<file path="src/rtl/ad1939_dac_serializer.sv">
// AD1939 DAC-port I2S serializer: BCLK/LRCLK from MCLK, one-deep holding buffer per channel.
// Pins are flops decoded from next-state; a sample accepted before a frame load is sent in that frame.
module ad1939_dac_serializer #(
  parameter int DATA_W    = 24,
  parameter int SLOT_W    = 32,
  parameter int BCLK_DIV  = 4,
  parameter int I2S_DELAY = 1
) (
  input  logic              clk,
  input  logic              reset,
  input  logic [DATA_W-1:0] left_data,
  input  logic              left_valid,
  output logic              left_ready,
  input  logic [DATA_W-1:0] right_data,
  input  logic              right_valid,
  output logic              right_ready,
  output logic              dac_bclk,
  output logic              dac_lrclk,
  output logic              dac_sdata,
  output logic              frame_start,
  output logic              underrun
);

  localparam int DIV_W = (BCLK_DIV > 1) ? $clog2(BCLK_DIV) : 1;
  localparam int BIT_W = $clog2(2 * SLOT_W);
  localparam int IDX_W = (DATA_W > 1) ? $clog2(DATA_W) : 1;

  logic [DIV_W-1:0]  div_q, div_d;
  logic [BIT_W-1:0]  bit_q, bit_d;
  logic              lfull_q, lfull_d, rfull_q, rfull_d;
  logic [DATA_W-1:0] lbuf_q, lbuf_d, rbuf_q, rbuf_d;
  logic [DATA_W-1:0] lframe_q, lframe_d, rframe_q, rframe_d;
  logic              first_q, first_d;
  logic              bclk_q, bclk_d;
  logic              lrclk_q, lrclk_d;
  logic              sdata_q, sdata_d;
  logic              fs_q, fs_d;
  logic              ur_q, ur_d;

  logic              div_wrap;
  logic              load;
  logic              l_xfer, r_xfer;
  logic [DATA_W-1:0] word;
  int                pos;
  logic [IDX_W-1:0]  idx;

  assign div_wrap = (div_q == DIV_W'(BCLK_DIV - 1));
  assign load     = div_wrap && (bit_q == BIT_W'(2 * SLOT_W - 1));
  assign l_xfer   = left_valid  && !lfull_q;
  assign r_xfer   = right_valid && !rfull_q;

  always_comb begin
    div_d = div_wrap ? '0 : div_q + 1'b1;
    bit_d = bit_q;
    if (div_wrap) begin
      bit_d = (bit_q == BIT_W'(2 * SLOT_W - 1)) ? '0 : bit_q + 1'b1;
    end

    // A load empties both buffers; a same-cycle transfer into an empty buffer survives for the next frame.
    lfull_d  = load ? l_xfer : (lfull_q | l_xfer);
    rfull_d  = load ? r_xfer : (rfull_q | r_xfer);
    lbuf_d   = l_xfer ? left_data  : lbuf_q;
    rbuf_d   = r_xfer ? right_data : rbuf_q;
    lframe_d = lframe_q;
    rframe_d = rframe_q;
    if (load) begin
      lframe_d = lfull_q ? lbuf_q : '0;
      rframe_d = rfull_q ? rbuf_q : '0;
    end
    first_d = load ? 1'b0 : first_q;
    fs_d    = load;
    ur_d    = load && (!lfull_q || !rfull_q) && !first_q;
  end

  // Pin decode runs on next-state so each pin flop shows this cycle's slot position.
  always_comb begin
    bclk_d  = (div_d >= DIV_W'(BCLK_DIV / 2));
    lrclk_d = (bit_d >= BIT_W'(SLOT_W));
    word    = lrclk_d ? rframe_d : lframe_d;
    pos     = lrclk_d ? int'(bit_d) - SLOT_W : int'(bit_d);
    idx     = '0;
    sdata_d = 1'b0;
    if (pos >= I2S_DELAY && pos < I2S_DELAY + DATA_W) begin
      idx     = IDX_W'(DATA_W - 1 - (pos - I2S_DELAY));
      sdata_d = word[idx];
    end
  end

  always_ff @(posedge clk) begin
    if (reset) begin
      div_q    <= '0;
      bit_q    <= '0;
      lfull_q  <= 1'b0;
      rfull_q  <= 1'b0;
      lbuf_q   <= '0;
      rbuf_q   <= '0;
      lframe_q <= '0;
      rframe_q <= '0;
      first_q  <= 1'b1;
      bclk_q   <= 1'b0;
      lrclk_q  <= 1'b0;
      sdata_q  <= 1'b0;
      fs_q     <= 1'b0;
      ur_q     <= 1'b0;
    end else begin
      div_q    <= div_d;
      bit_q    <= bit_d;
      lfull_q  <= lfull_d;
      rfull_q  <= rfull_d;
      lbuf_q   <= lbuf_d;
      rbuf_q   <= rbuf_d;
      lframe_q <= lframe_d;
      rframe_q <= rframe_d;
      first_q  <= first_d;
      bclk_q   <= bclk_d;
      lrclk_q  <= lrclk_d;
      sdata_q  <= sdata_d;
      fs_q     <= fs_d;
      ur_q     <= ur_d;
    end
  end

  assign left_ready  = !lfull_q;
  assign right_ready = !rfull_q;
  assign dac_bclk    = bclk_q;
  assign dac_lrclk   = lrclk_q;
  assign dac_sdata   = sdata_q;
  assign frame_start = fs_q;
  assign underrun    = ur_q;

endmodule

</file>
<file path="config.mk">
export PLATFORM = sky130hd
export DESIGN_NAME = ad1939_dac_serializer
export DESIGN_NICKNAME = d
export VERILOG_FILES = /design/src/rtl/ad1939_dac_serializer.sv
export SDC_FILE = /design/constraint.sdc
export NUM_CORES = 1
export LEC_CHECK = 0
export ABC_CLOCK_PERIOD_IN_PS = 4250
export CORE_MARGIN = 1
export CORE_UTILIZATION = 55
export DETAILED_ROUTE_END_ITERATION = 10
export PLACE_DENSITY = 0.85
export SYNTH_ARGS = -nofsm -noshare
export SYNTH_HDL_FRONTEND = slang
export SYNTH_SLANG_ARGS = --single-unit
</file>
<file path="constraint.sdc">
create_clock -name clk -period 4.25 [get_ports clk]
set_input_delay 0.85 -clock clk [delete_from_list [all_inputs] [get_ports clk]]
set_output_delay 0.85 -clock clk [all_outputs]
set_load 0.02 [all_outputs]
</file>
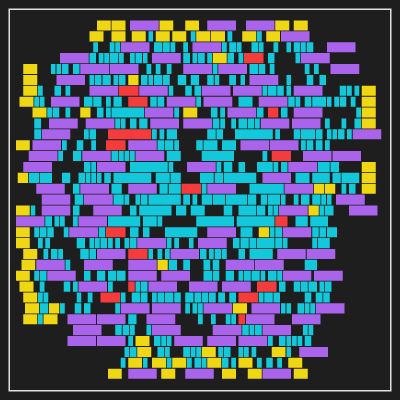
(placement by cell class)
Drawn at 4 px/um.
Key: combinational and other logic = cyan [cells 413, share of their area 43%]; other buffers and delay cells = yellow [cells 66, share of their area 12%]; flops = purple [cells 111, share of their area 41%]; clock drivers and dummy loads = red [cells 16, share of their area 3.9%]

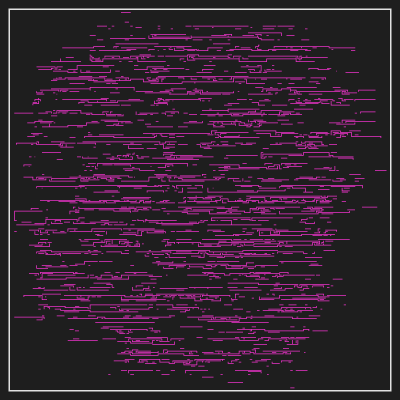
(M1 wires)
Drawn at 4 px/um.
The layer holds 44% of the routed length. 610 nets have wire on it. The layer carries 4510 um of wire. The wires run mostly horizontal. The longest straight run is 22.5 um.

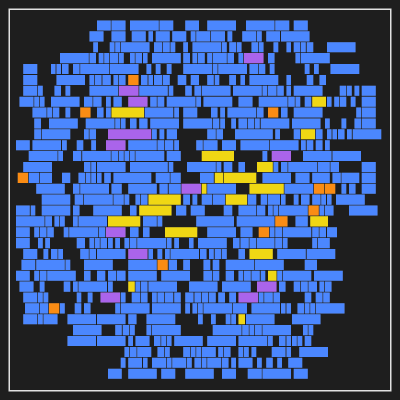
(sizing map)
Drawn at 4 px/um.
Key: _6 and larger = purple [cells 12]; _2 cells = yellow [cells 19]; _0 and _1 cells = blue [cells 564]; _3 and _4 cells = orange [cells 11]

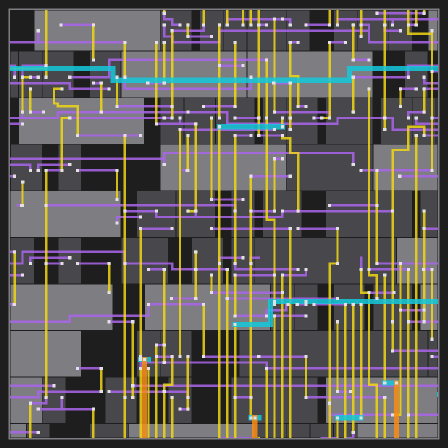
(close-up of the layout)
Region (11, 59) to (36, 84) um. Cells in grey, sequential cells in the stronger grey; small squares are vias.
Key: metal 4 = orange; metal 3 = cyan; metal 2 = yellow; metal 1 = purple
57 logic cells have their middle in the window. Netlist names of flops here include rbuf_q (6), rframe_q (3). Sequential cells in the window: 11. Most frequent: nand2_1 (17), a21oi_1 (13), dfxtp_1 (11).

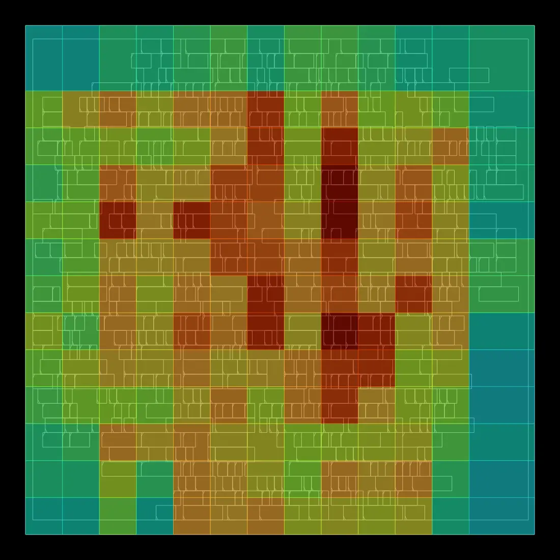
(track usage over the die)
met2 Use GR: 0.420
DR WL/cell: 14.5 um

==> results.toml <==
# synthesis and place-and-route metrics
[outcome]
status = "finished clean"

[cts]
clock_sinks = 111
clk_path_buf_depth = 2
htreeDepth = 3
cts.repair.resized = 0
path_clk_slew_ns = 0.10

[sta]
holdWs_ns = 0.431
fmaxAchievable_mhz = 264

[finish]
inverters = 4
final_cell_mix = "nand2_1 (149), dfxtp_1 (111), a21oi_1 (95), clkdlybuf4s50_1 (57), nor2_1 (37)"
sh_comb_area = 0.417
flop-count = 111
fillers = 658
fin_util = 0.664

[worst_hold_path]
hold_path_depth = 1
worstHoldStart = "first_q$_SDFFE_PP1N_"
hold_class = "reg2reg"

[placement]
postPlaceCellArea_um2 = 5300

[floorplan]
io-pin-count = 59
nWellTaps = 105
fp.dieW_um = 95

[global_routing]
grt_first_pass_wirelength_um = 17200
grt-busiest-layer = "met2"

[synthesis]
synth.logic.top_family = "simple AND/OR/NAND/NOR gates"
adder_share = 0.0105
common_cells = "nand2_1 (149), dfxtp_1 (111), a21oi_1 (95), nor2_1 (37), clkbuf_1 (30)"
top_cell = "nand2_1"
ff_type = "dfxtp_1"
synth_top_area_share = 0.467

[routing]
routed_wl_um = 10300

[power_and_ir_drop]
power_frac_seq = 0.559
p_leak_uw = 0.00204

[critical_path]
reg2reg_from = "div_q[0]$_SDFF_PP0_"
cp.arrival_ns = 4.07

[job]
warning_count = 27
power by group through the flow:
stage	logic (uW)	registers [uW]	clock network, uW
global placement	206	1120	0
finish	215	1100	653
floorplan	148	1110	0
detailed placement	212	1120	0
CTS	214	1100	658
global route	238	1100	699
worst max-delay path, cell delays in order (launching register included):
cell	delay, ns
dfxtp_1	0.35
ha_1	0.34
nand4_2	0.13
or2_1	0.27
and2_1	0.23
inv_2	0.21
ha_1	0.23
xnor3_2	0.62
mux4_1	0.64
mux2_2	0.28
o22ai_1	0.14
a311oi_1	0.07
o31ai_1	0.19
flip-flops by register name, summed over array words and instances, names as in the netlist, 2 cells and up:
signal / count
bit_q: 6
div_q: 2
lbuf_q: 24
lframe_q: 24
rbuf_q: 24
rframe_q: 24
Power and IR drop assume default switching activity.
